**Signal wires on met3**

(4 px per um) Cells faint in the background.
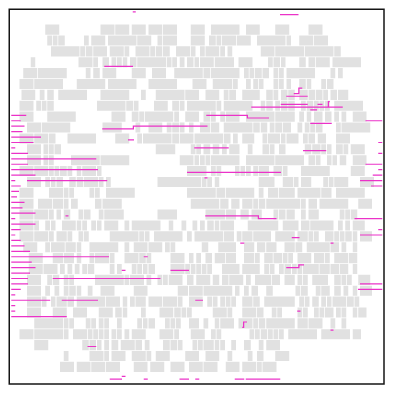
**M2 wires**

(4 px per um) Cells faint in the background.
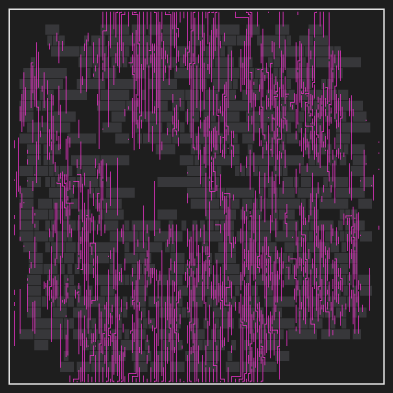
File: src/rtl/mult_arb.sv
// mult_arb: four-requester round-robin arbiter in front of one shared external
// signed multiplier. One operation is in flight at a time. The FSM steps through
// IDLE (grant), MUL (one cycle for the external product) and RESP (hold the
// result until the owner accepts it).
//
// Ports
//   wb_clk_i, wb_rst_i   clock, synchronous active-high reset
//   req_valid/req_a/req_b  per-requester request and packed signed operands
//   req_ready            one-hot combinational accept strobe (IDLE only)
//   rsp_valid/rsp_data   registered one-hot result valid and shared product
//   rsp_ready            per-requester result accept (only the owner's bit is used)
//   mul_a/mul_b/mul_out  registered operands to, and product from, the multiplier
//   busy                 high whenever the FSM is not idle
//   op_cnt               completed-operation count, wraps at 16 bits
module mult_arb #(
  parameter int unsigned WIDTH_A = 8,
  parameter int unsigned WIDTH_B = 8
) (
  input  logic                         wb_clk_i,
  input  logic                         wb_rst_i,
  input  logic [3:0]                   req_valid,
  input  logic [4*WIDTH_A-1:0]         req_a,
  input  logic [4*WIDTH_B-1:0]         req_b,
  output logic [3:0]                   req_ready,
  output logic [3:0]                   rsp_valid,
  output logic [WIDTH_A+WIDTH_B-1:0]   rsp_data,
  input  logic [3:0]                   rsp_ready,
  output logic [WIDTH_A-1:0]           mul_a,
  output logic [WIDTH_B-1:0]           mul_b,
  input  logic [WIDTH_A+WIDTH_B-1:0]   mul_out,
  output logic                         busy,
  output logic [15:0]                  op_cnt
);

  localparam int unsigned P = WIDTH_A + WIDTH_B;

  typedef enum logic [1:0] {StIdle, StMul, StResp} state_e;

  state_e             state_q, state_d;
  logic [1:0]         ptr_q, ptr_d;
  logic [1:0]         owner_q, owner_d;
  logic [WIDTH_A-1:0] mul_a_q, mul_a_d;
  logic [WIDTH_B-1:0] mul_b_q, mul_b_d;
  logic [P-1:0]       rsp_data_q, rsp_data_d;
  logic [3:0]         rsp_valid_q, rsp_valid_d;
  logic [15:0]        op_cnt_q, op_cnt_d;

  logic               gnt_found;
  logic [1:0]         gnt_idx;
  logic [1:0]         scan_idx;
  logic               accept;

  // Rotating priority: first valid requester at ptr, ptr+1, ... (2-bit wrap).
  always_comb begin
    gnt_found = 1'b0;
    gnt_idx   = ptr_q;
    scan_idx  = ptr_q;
    for (int unsigned k = 0; k < 4; k++) begin
      scan_idx = ptr_q + 2'(k);
      if (!gnt_found && req_valid[scan_idx]) begin
        gnt_found = 1'b1;
        gnt_idx   = scan_idx;
      end
    end
  end

  // Gated by reset so no accept strobe is shown while reset is asserted.
  assign accept = (state_q == StIdle) && gnt_found && !wb_rst_i;

  always_comb begin
    req_ready = 4'b0000;
    if (accept) begin
      req_ready[gnt_idx] = 1'b1;
    end
  end

  always_comb begin
    state_d     = state_q;
    ptr_d       = ptr_q;
    owner_d     = owner_q;
    mul_a_d     = mul_a_q;
    mul_b_d     = mul_b_q;
    rsp_data_d  = rsp_data_q;
    rsp_valid_d = rsp_valid_q;
    op_cnt_d    = op_cnt_q;
    unique case (state_q)
      StIdle: begin
        if (accept) begin
          mul_a_d = req_a[int'(gnt_idx)*WIDTH_A +: WIDTH_A];
          mul_b_d = req_b[int'(gnt_idx)*WIDTH_B +: WIDTH_B];
          owner_d = gnt_idx;
          ptr_d   = gnt_idx + 2'd1;
          state_d = StMul;
        end
      end
      StMul: begin
        rsp_data_d           = mul_out;
        rsp_valid_d          = 4'b0000;
        rsp_valid_d[owner_q] = 1'b1;
        state_d              = StResp;
      end
      StResp: begin
        // Only the owner's accept bit matters; the rest are ignored.
        if (rsp_ready[owner_q]) begin
          rsp_valid_d = 4'b0000;
          op_cnt_d    = op_cnt_q + 16'd1;
          state_d     = StIdle;
        end
      end
      default: state_d = StIdle;
    endcase
  end

  always_ff @(posedge wb_clk_i) begin
    if (wb_rst_i) begin
      state_q     <= StIdle;
      ptr_q       <= 2'd0;
      owner_q     <= 2'd0;
      mul_a_q     <= '0;
      mul_b_q     <= '0;
      rsp_data_q  <= '0;
      rsp_valid_q <= 4'b0000;
      op_cnt_q    <= 16'd0;
    end else begin
      state_q     <= state_d;
      ptr_q       <= ptr_d;
      owner_q     <= owner_d;
      mul_a_q     <= mul_a_d;
      mul_b_q     <= mul_b_d;
      rsp_data_q  <= rsp_data_d;
      rsp_valid_q <= rsp_valid_d;
      op_cnt_q    <= op_cnt_d;
    end
  end

  assign mul_a     = mul_a_q;
  assign mul_b     = mul_b_q;
  assign rsp_data  = rsp_data_q;
  assign rsp_valid = rsp_valid_q;
  assign op_cnt    = op_cnt_q;
  assign busy      = (state_q != StIdle);

endmodule

File: config.mk
export PLATFORM = sky130hd
export DESIGN_NAME = mult_arb
export DESIGN_NICKNAME = d
export VERILOG_FILES = /design/src/rtl/mult_arb.sv
export SDC_FILE = /design/constraint.sdc
export NUM_CORES = 1
export LEC_CHECK = 0
export ABC_AREA = 1
export CAP_MARGIN = 40
export CORE_MARGIN = 2
export CORE_UTILIZATION = 43
export CTS_CLUSTER_SIZE = 16
export DETAILED_ROUTE_END_ITERATION = 10
export PLACE_DENSITY = 0.82
export SYNTH_ARGS = -nofsm -noshare
export SYNTH_HDL_FRONTEND = slang
export SYNTH_SLANG_ARGS = --single-unit
File: constraint.sdc
create_clock -name wb_clk_i -period 2.9 [get_ports wb_clk_i]
set_input_delay 0.58 -clock wb_clk_i [delete_from_list [all_inputs] [get_ports wb_clk_i]]
set_output_delay 0.58 -clock wb_clk_i [all_outputs]
set_load 0.01 [all_outputs]
==> impl_metrics.csv <==
group,metric,value,unit
outcome,outcome,"complete, no violations",
logic_synthesis,largest_area_cell,"dfxtp_1",
logic_synthesis,synth.yosys.num_cells,538,
detailed_routing,drtIter0Drc,167,
logic_synthesis,netlist.top_cell.by_instances,"nand2_1",
setup_path,end_kind,"output pin",
finish,layout.area.comb,0.001942,mm2
setup_path,critPathLaunchType,"primary input",
setup_path,rr_worst_depth,18,
finish,proportion_of_layout_cells_with_a_drive_suffix_above_1,0.1100,
finish,seqCellArea,0.001166,mm2
floorplanning,die_h,93.31,um
floorplanning,core_util_at_fp,0.4438,
setup_path,crit_start,"req_valid[3]",
finish,finalNetCount,792,
logic_synthesis,netlist_instances,538,
setup_path,critical_path_required,2.32,ns
logic_synthesis,synth-seq-cells,58,
cts,tritoncts,"yes",
setup_path,timing.critical_path.fanout_max,4,
global_routing,initial_antenna_violation_count,0,
logic_synthesis,ys_top_cells_by_count,"203 x nand2_1, 58 x dfxtp_1, 55 x nor2_1, 50 x nand3_1, 43 x inv_1",
floorplanning,fp.dieW,93.31,um
logic_synthesis,postSynth.asyncResetShare,0,
finish,fillerInstances,660,
finish,syn2layout_area_growth,53.19,%
detailed_routing,detail_route.vias_per_cell,4.940,
power,vdd_ir_drop_max,0.4881,mV
global_routing,grt.total_usage,0.2342,
final_timing,timing_hold_violations_final,0,
worst_hold_path,hold-path-cell-count,2,
global_routing,grt_max_degree,27,
worst_hold_path,min_delay_worst_endpoint,"mul_b[4]",
job,stage_log_warnings,29,
finish,post_layout_nonfiller_instances,802,
cts,buffer_levels_on_the_longest_clock_path,2,
placement,globalplace.congestion,0.9022,
logic_synthesis,syn-mean-instance-area,6.375,um2
logic_synthesis,postSynth.topFlopCell,"dfxtp_1",
setup_path,worstSetupPathType,"primary input to output pin",
worst_hold_path,worst_hold_startpoint,"mul_b[4]",
global_routing,global_route_wire_length_before_repair,16.58,mm
cts,htree_num_levels,3,
Back to the opening pictures, 'signal wires on met3':
main direction: horizontal
share of all routed wire: 4.7%
nets with wire on the layer: 77
longest straight run: 26.7 um
wire length on this layer: 482 um

Back to the opening pictures, 'M2 wires':
main direction: vertical
wire length on this layer: 5320 um
share of all routed wire: 52%
nets with wire on the layer: 638
longest straight run: 36.7 um
Vias: 3962
met2 track demand over resource: 0.4233
final wirelength: 10.18 mm

-- where the power goes --
part / internal (uW) / switching, uW
Combinational: 1160 / 1600
Sequential: 991 / 110
Clock: 431 / 304
Total: 2580 / 2020
-- area by class of cell --
cell class | instances | share of cell area
Inverter | 49 | 0.03691
Timing Repair Buffer | 170 | 0.3108
Clock inverter | 3 | 0.007621
Multi-Input combinational cell | 409 | 0.3696
Tap cell | 102 | 0.02429
Clock buffer | 11 | 0.02882
Sequential cell | 58 | 0.2220
-- sequential cells by signal (all words and copies together) (netlist names) --
register,flops
ptr_q,2
state_q,2
rsp_valid,4
mul_b,8
mul_a,8
op_cnt,16
owner_q,2
rsp_data,16
-- metal layers --
metal	GRT usage	part of all wire	wire length, um	up-vias
li1	-	-	-	2013
met1	0.2652	0.40	4098	1808
met2	0.4233	0.52	5324	118
met3	0.05721	0.047	481	23
met4	0.08578	0.027	280	0
met5	0	0	0	-
-- per-stage QoR --
step	worst slack (ns)	instance area [um2]	hold WS, ns	util	power, uW
after floorplan	0.4184	3430	0.4734	-	2901
after global placement	-0.4310	5004	0.4378	0.6475	3715
after detailed placement	-0.4901	5004	0.4380	0.6475	3783
after CTS	0.1124	5224	0.4541	0.6760	4597
after global routing	0.01499	5254	0.4770	0.6799	4999
final	0.1469	5254	0.4514	0.6799	4604
-- critical path: stages --
cell and delay [ns]:
dlygate4sd2_1 0.26, inv_1 0.10, nand2_2 0.07, nand3_2 0.08, nand2_2 0.10, buf_12 0.15
nor3_4 0.16, nand3_1 0.12, nand2_2 0.10, ha_1 0.14, inv_1 0.04, nor2_1 0.12
buf_2 0.15
-- placed cells by master (no fill, tap or decap), drive strengths merged --
cell,synthesis,routed
o22ai,3,3
ha,5,5
dfxtp,58,58
dlygate4sd2,0,4
nor3b,1,1
a21oi,17,17
nand2,217,217
nor4,1,1
clkbuf,5,11
nor3,8,8
nand4,6,6
o21ai,27,27
a22oi,1,1
nand3b,12,12
inv,48,48
bufinv,0,1
nor2,57,57
xor2,2,2
nand3,51,51
buf,17,28
xnor2,1,1
clkinv,1,3
clkdlybuf4s50,0,138
-- logic make-up (layout without fill, tap and decap cells) --
family / Yosys count / count (layout) / share of synthesized area
simple gates: 353 / 353 / 0.4553
buf+inv: 71 / 233 / 0.1018
flops: 58 / 58 / 0.3386
compound gates: 48 / 48 / 0.07844
fa+ha+maj: 5 / 5 / 0.01824
xor+xnor: 3 / 3 / 0.007663
-- what timing repair did --
action,in CTS,in global routing
gates resized,24,8
endpoints found under the setup margin,4,1
gates cloned,0,0
pin swaps,8,2
setup buffers,4,1
-- worst max-delay path by stage --
stage                         to  slack (ns)  cells after the start
finish              req_ready[0]        0.15                     13
global route        req_ready[3]        0.01                     15
CTS                 req_ready[3]        0.11                     14
detailed placement  req_ready[3]       -0.49                     14
global placement    req_ready[3]       -0.43                     14
floorplan           req_ready[0]        0.42                     11
Power is estimated from default activity; no workload was simulated.
